### Power grid

Scale bar: 20 um. Pins as bars on the die edge.
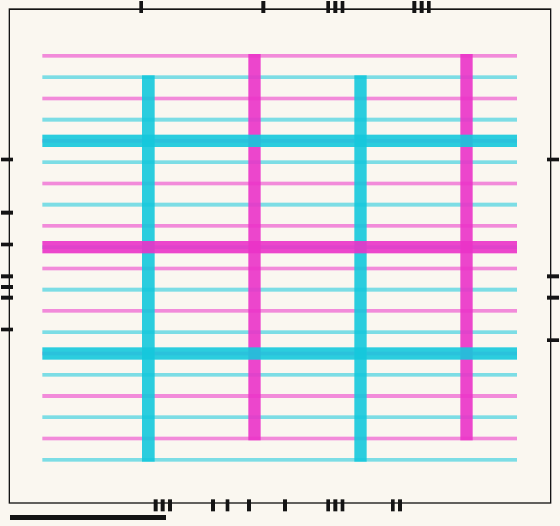
### Clock routing

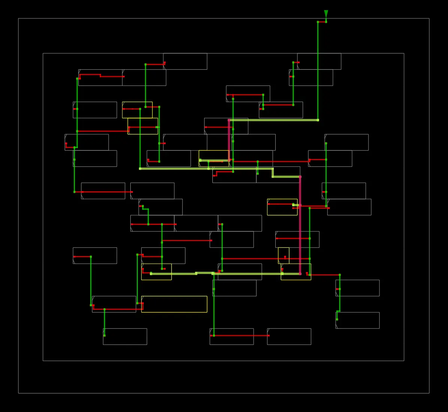
### The metal 3 layer

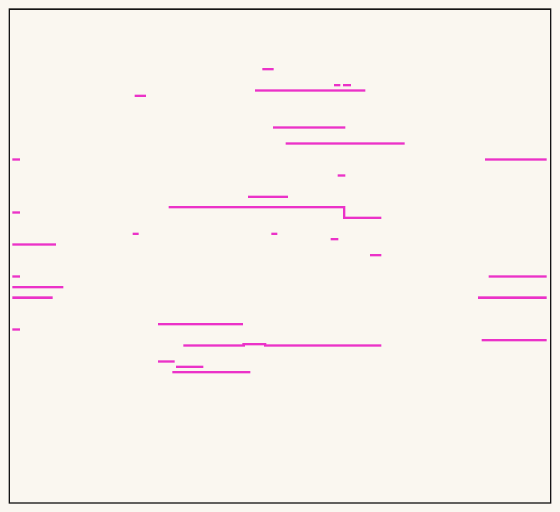
### Routed metal, one colour a layer

Scale bar: 20 um. Two of the layers only.
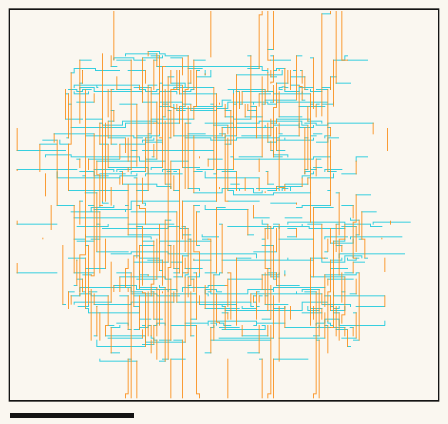
### M2 wires

Scale bar: 20 um.
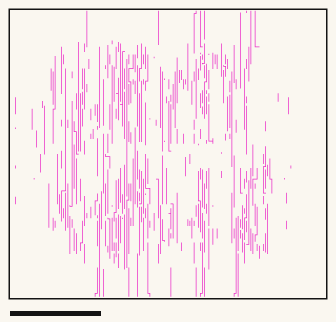
==> config.mk <==
export PLATFORM = sky130hd
export DESIGN_NAME = serial_subtractor_ctrl
export DESIGN_NICKNAME = d
export VERILOG_FILES = /design/src/rtl/serial_subtractor_ctrl.sv
export SDC_FILE = /design/constraint.sdc
export NUM_CORES = 1
export LEC_CHECK = 0
export CORE_ASPECT_RATIO = 0.9
export CORE_MARGIN = 4
export CORE_UTILIZATION = 48
export DETAILED_ROUTE_END_ITERATION = 10
export PLACE_DENSITY = 0.78
export SETUP_SLACK_MARGIN = 0.05
export SYNTH_ARGS = -nofsm -noshare
export SYNTH_HDL_FRONTEND = slang
export SYNTH_SLANG_ARGS = --single-unit
export TNS_END_PERCENT = 20
==> constraint.sdc <==
create_clock -name clk -period 2 [get_ports clk]
set_input_delay 0.4 -clock clk [delete_from_list [all_inputs] [get_ports clk]]
set_output_delay 0.4 -clock clk [all_outputs]
set_load 0.05 [all_outputs]
==> reports/results.env <==
STATUS='finished, final reports clean'
TOP_LEVEL_PORTS=31
INSERTION_DELAY_NS=0.29
YOSYS_CELLS=192
SEQ_CELL_COUNT=39
CTSRESIZECOUNT=0
WORST_PATH_MAX_DELAY_CELL='sky130_fd_sc_hd__clkdlybuf4s50_1'
DETAILEDPLACEMENTHPWL_UM=2470
LAYOUT.NONCLK_BUF_SHARE_PCT=17.6
FP_UTIL_PCT=51.4
CTSLONGESTPATHBUFFERS=2
SH_COMB_AREA_PCT=36.1
SYN_INST=192
COMB.MULTI_INPUT.COUNT=135
PLACE.PORT_BUFFERS=30
SYNTHESIS.AREA_PER_INSTANCE_UM2=8.40
INVERTERS_EXCL_CLOCK=2
CP_MAX_FO=2
REQUIRED_NS=1.60
HOLD_PATH_DEPTH=2
FINAL.MIN_CLOCK_PERIOD_NS=1.86
HOLD-WORST-SLACK_NS=0.466
CLK_PIN_SLEW_WORST_PATHS_NS=0.07
DESIGN_POWER_TOTAL_mW=1.73
STDCELL_COUNT=262
PATH_BUFFERS=1
FINAL_ANTENNA_VIOLATING_NET_COUNT=0
AVGVIACOUNTPERCELL=5.56
CRITICAL_PATH.CELL_CHAIN='clkdlybuf4s50_1'
WORSTSETUPSTARTPOINTTYPE='flop'
INSERTEDDIODECOUNT=0
ROWS=19
CLOCK_AREA_SHARE_PCT=5.68
DR_ITER_0_VIOLS=116
GRT_MAX_DEGREE=40
REGTOREGSETUPSLACK_NS=0.44
CRIT_ARRIVAL_NS=1.46
WORST_SLEW_MARGIN_REL_PCT=65.1
SYNTH_CHIP_AREA_UM2=1610
CRITICAL_PATH_CLASS='reg2out'
PLACED_CELLS=254
TRITONCTS_BUFFERS=5
MIN_PERIOD_OVER_PERIOD_PCT=92.9
FP.DIEAREA_UM2=4350
MAX_FREQ_MHz=538
SETUP_TOTAL_NEGATIVE_SLACK_NS=0
WORSTHOLDPATHTYPE='reg2reg'
LAYOUT.NETS=241
STDCELL_AREA_UM2=2070
SEQ_AREA_FRAC_SYNTH_PCT=48.4
PATH_DEPTH=1
NUMBER_OF_BUFFERS_INSERTED_TO_REPAIR_SETUP_AFTER_CTS=0
CTS_MAX_LEVEL=2
MAXSLEWVIOLCOUNT=0
Back to the opening pictures, 'Power grid':
Key: VSS = cyan; VDD = magenta
The core has 19 rows. 31 signal pins sit on the boundary. 3 straps on met5.
DIE HEIGHT: 63.0 um
core footprint: 3140 um^2
peak ir drop on the vdd network: 0.536 mV
width of the die: 69.1 um

Back to the opening pictures, 'Clock routing':
Clock Sink Count: 39
power of the clock network: 675 uW
post-route clock skew: 0.00399 ns
total of clock buffers placed in the layout: 6

Back to the opening pictures, 'The metal 3 layer':
The layer carries 178 um of wire. The wires run mostly horizontal. The longest straight run is 22.3 um.
met3 GRT Util: 5.63%
total detailed-routing wirelength: 3690 um

Back to the opening pictures, 'Routed metal, one colour a layer':
Key: met2 = orange [wire length 1800 um]; met1 = cyan [wire length 1620 um]
average wire length per cell after detail routing: 14.1 um
overall global routing resource usage: 18.3%
via count of the routed design: 1458

Back to the opening pictures, 'M2 wires':
The longest straight run is 29.9 um. The layer carries 1800 um of wire. 205 nets have wire on it. The layer holds 49% of the routed length. The wires run mostly vertical.
met2 track utilization from global routing: 30.2%

-- power by group --
group | switching (mW) | internal (mW)
Clock | 0.271 | 0.403
Combinational | 0.114 | 0.102
Sequential | 0.0256 | 0.814
-- layer usage --
layer | GRT usage [%] | vias up | wire [um]
met4 | 7.80 | 0 | 93
li1 | - | 721 | -
met1 | 21.8 | 685 | 1620
met5 | 0 | - | 0
met3 | 5.63 | 14 | 178
met2 | 30.2 | 38 | 1800
-- synthesized netlist by cell type --
| cell type | number | area [um^2] |
|---|---|---|
| sky130_fd_sc_hd__xnor2_1 | 1 | 8.76 |
| sky130_fd_sc_hd__nand2b_1 | 1 | 6.26 |
| sky130_fd_sc_hd__or3b_1 | 1 | 8.76 |
| sky130_fd_sc_hd__o21bai_1 | 1 | 7.51 |
| sky130_fd_sc_hd__nand3_1 | 9 | 45.0 |
| sky130_fd_sc_hd__nor3b_2 | 1 | 12.5 |
| sky130_fd_sc_hd__inv_1 | 1 | 3.75 |
| sky130_fd_sc_hd__dfxtp_1 | 39 | 781 |
| sky130_fd_sc_hd__and2b_1 | 1 | 7.51 |
| sky130_fd_sc_hd__buf_4 | 2 | 15.0 |
| sky130_fd_sc_hd__xor2_1 | 1 | 8.76 |
| sky130_fd_sc_hd__a22oi_1 | 2 | 15.0 |
| sky130_fd_sc_hd__inv_2 | 1 | 3.75 |
| sky130_fd_sc_hd__and3b_1 | 1 | 8.76 |
| sky130_fd_sc_hd__o21ai_1 | 1 | 5.00 |
| sky130_fd_sc_hd__a211oi_2 | 1 | 12.5 |
| sky130_fd_sc_hd__fa_1 | 1 | 20.0 |
| sky130_fd_sc_hd__o21ba_2 | 1 | 10.0 |
| sky130_fd_sc_hd__nor2_1 | 19 | 71.3 |
| sky130_fd_sc_hd__buf_2 | 8 | 40.0 |
| sky130_fd_sc_hd__a21oi_1 | 17 | 85.1 |
| sky130_fd_sc_hd__a211oi_1 | 1 | 7.51 |
| sky130_fd_sc_hd__nand2_1 | 40 | 150 |
| sky130_fd_sc_hd__nor3_1 | 5 | 25.0 |
| sky130_fd_sc_hd__clkbuf_1 | 6 | 22.5 |
| sky130_fd_sc_hd__or2b_1 | 1 | 7.51 |
| sky130_fd_sc_hd__nand3b_1 | 2 | 15.0 |
| sky130_fd_sc_hd__a311oi_1 | 15 | 131 |
| sky130_fd_sc_hd__ha_1 | 1 | 12.5 |
| sky130_fd_sc_hd__or3b_2 | 1 | 8.76 |
| sky130_fd_sc_hd__mux2i_1 | 1 | 10.0 |
| sky130_fd_sc_hd__o21ai_0 | 8 | 40.0 |
| sky130_fd_sc_hd__or3_1 | 1 | 6.26 |
-- cells by family (layout without fill, tap and decap cells) --
kind of cell               after synthesis  after routing  share of synthesized area [%]
and+or+nand+nor                         83             83                           23.1
AOI/OAI and AO/OA                       47             47                           19.5
DFF                                     39             39                           48.4
buffers and inverters                   18             46                           5.27
adders and majority gates                2              2                           2.02
xor gates and xnor gates                 2              2                           1.09
muxes                                    1              1                          0.621
Power is estimated from default activity; no workload was simulated.
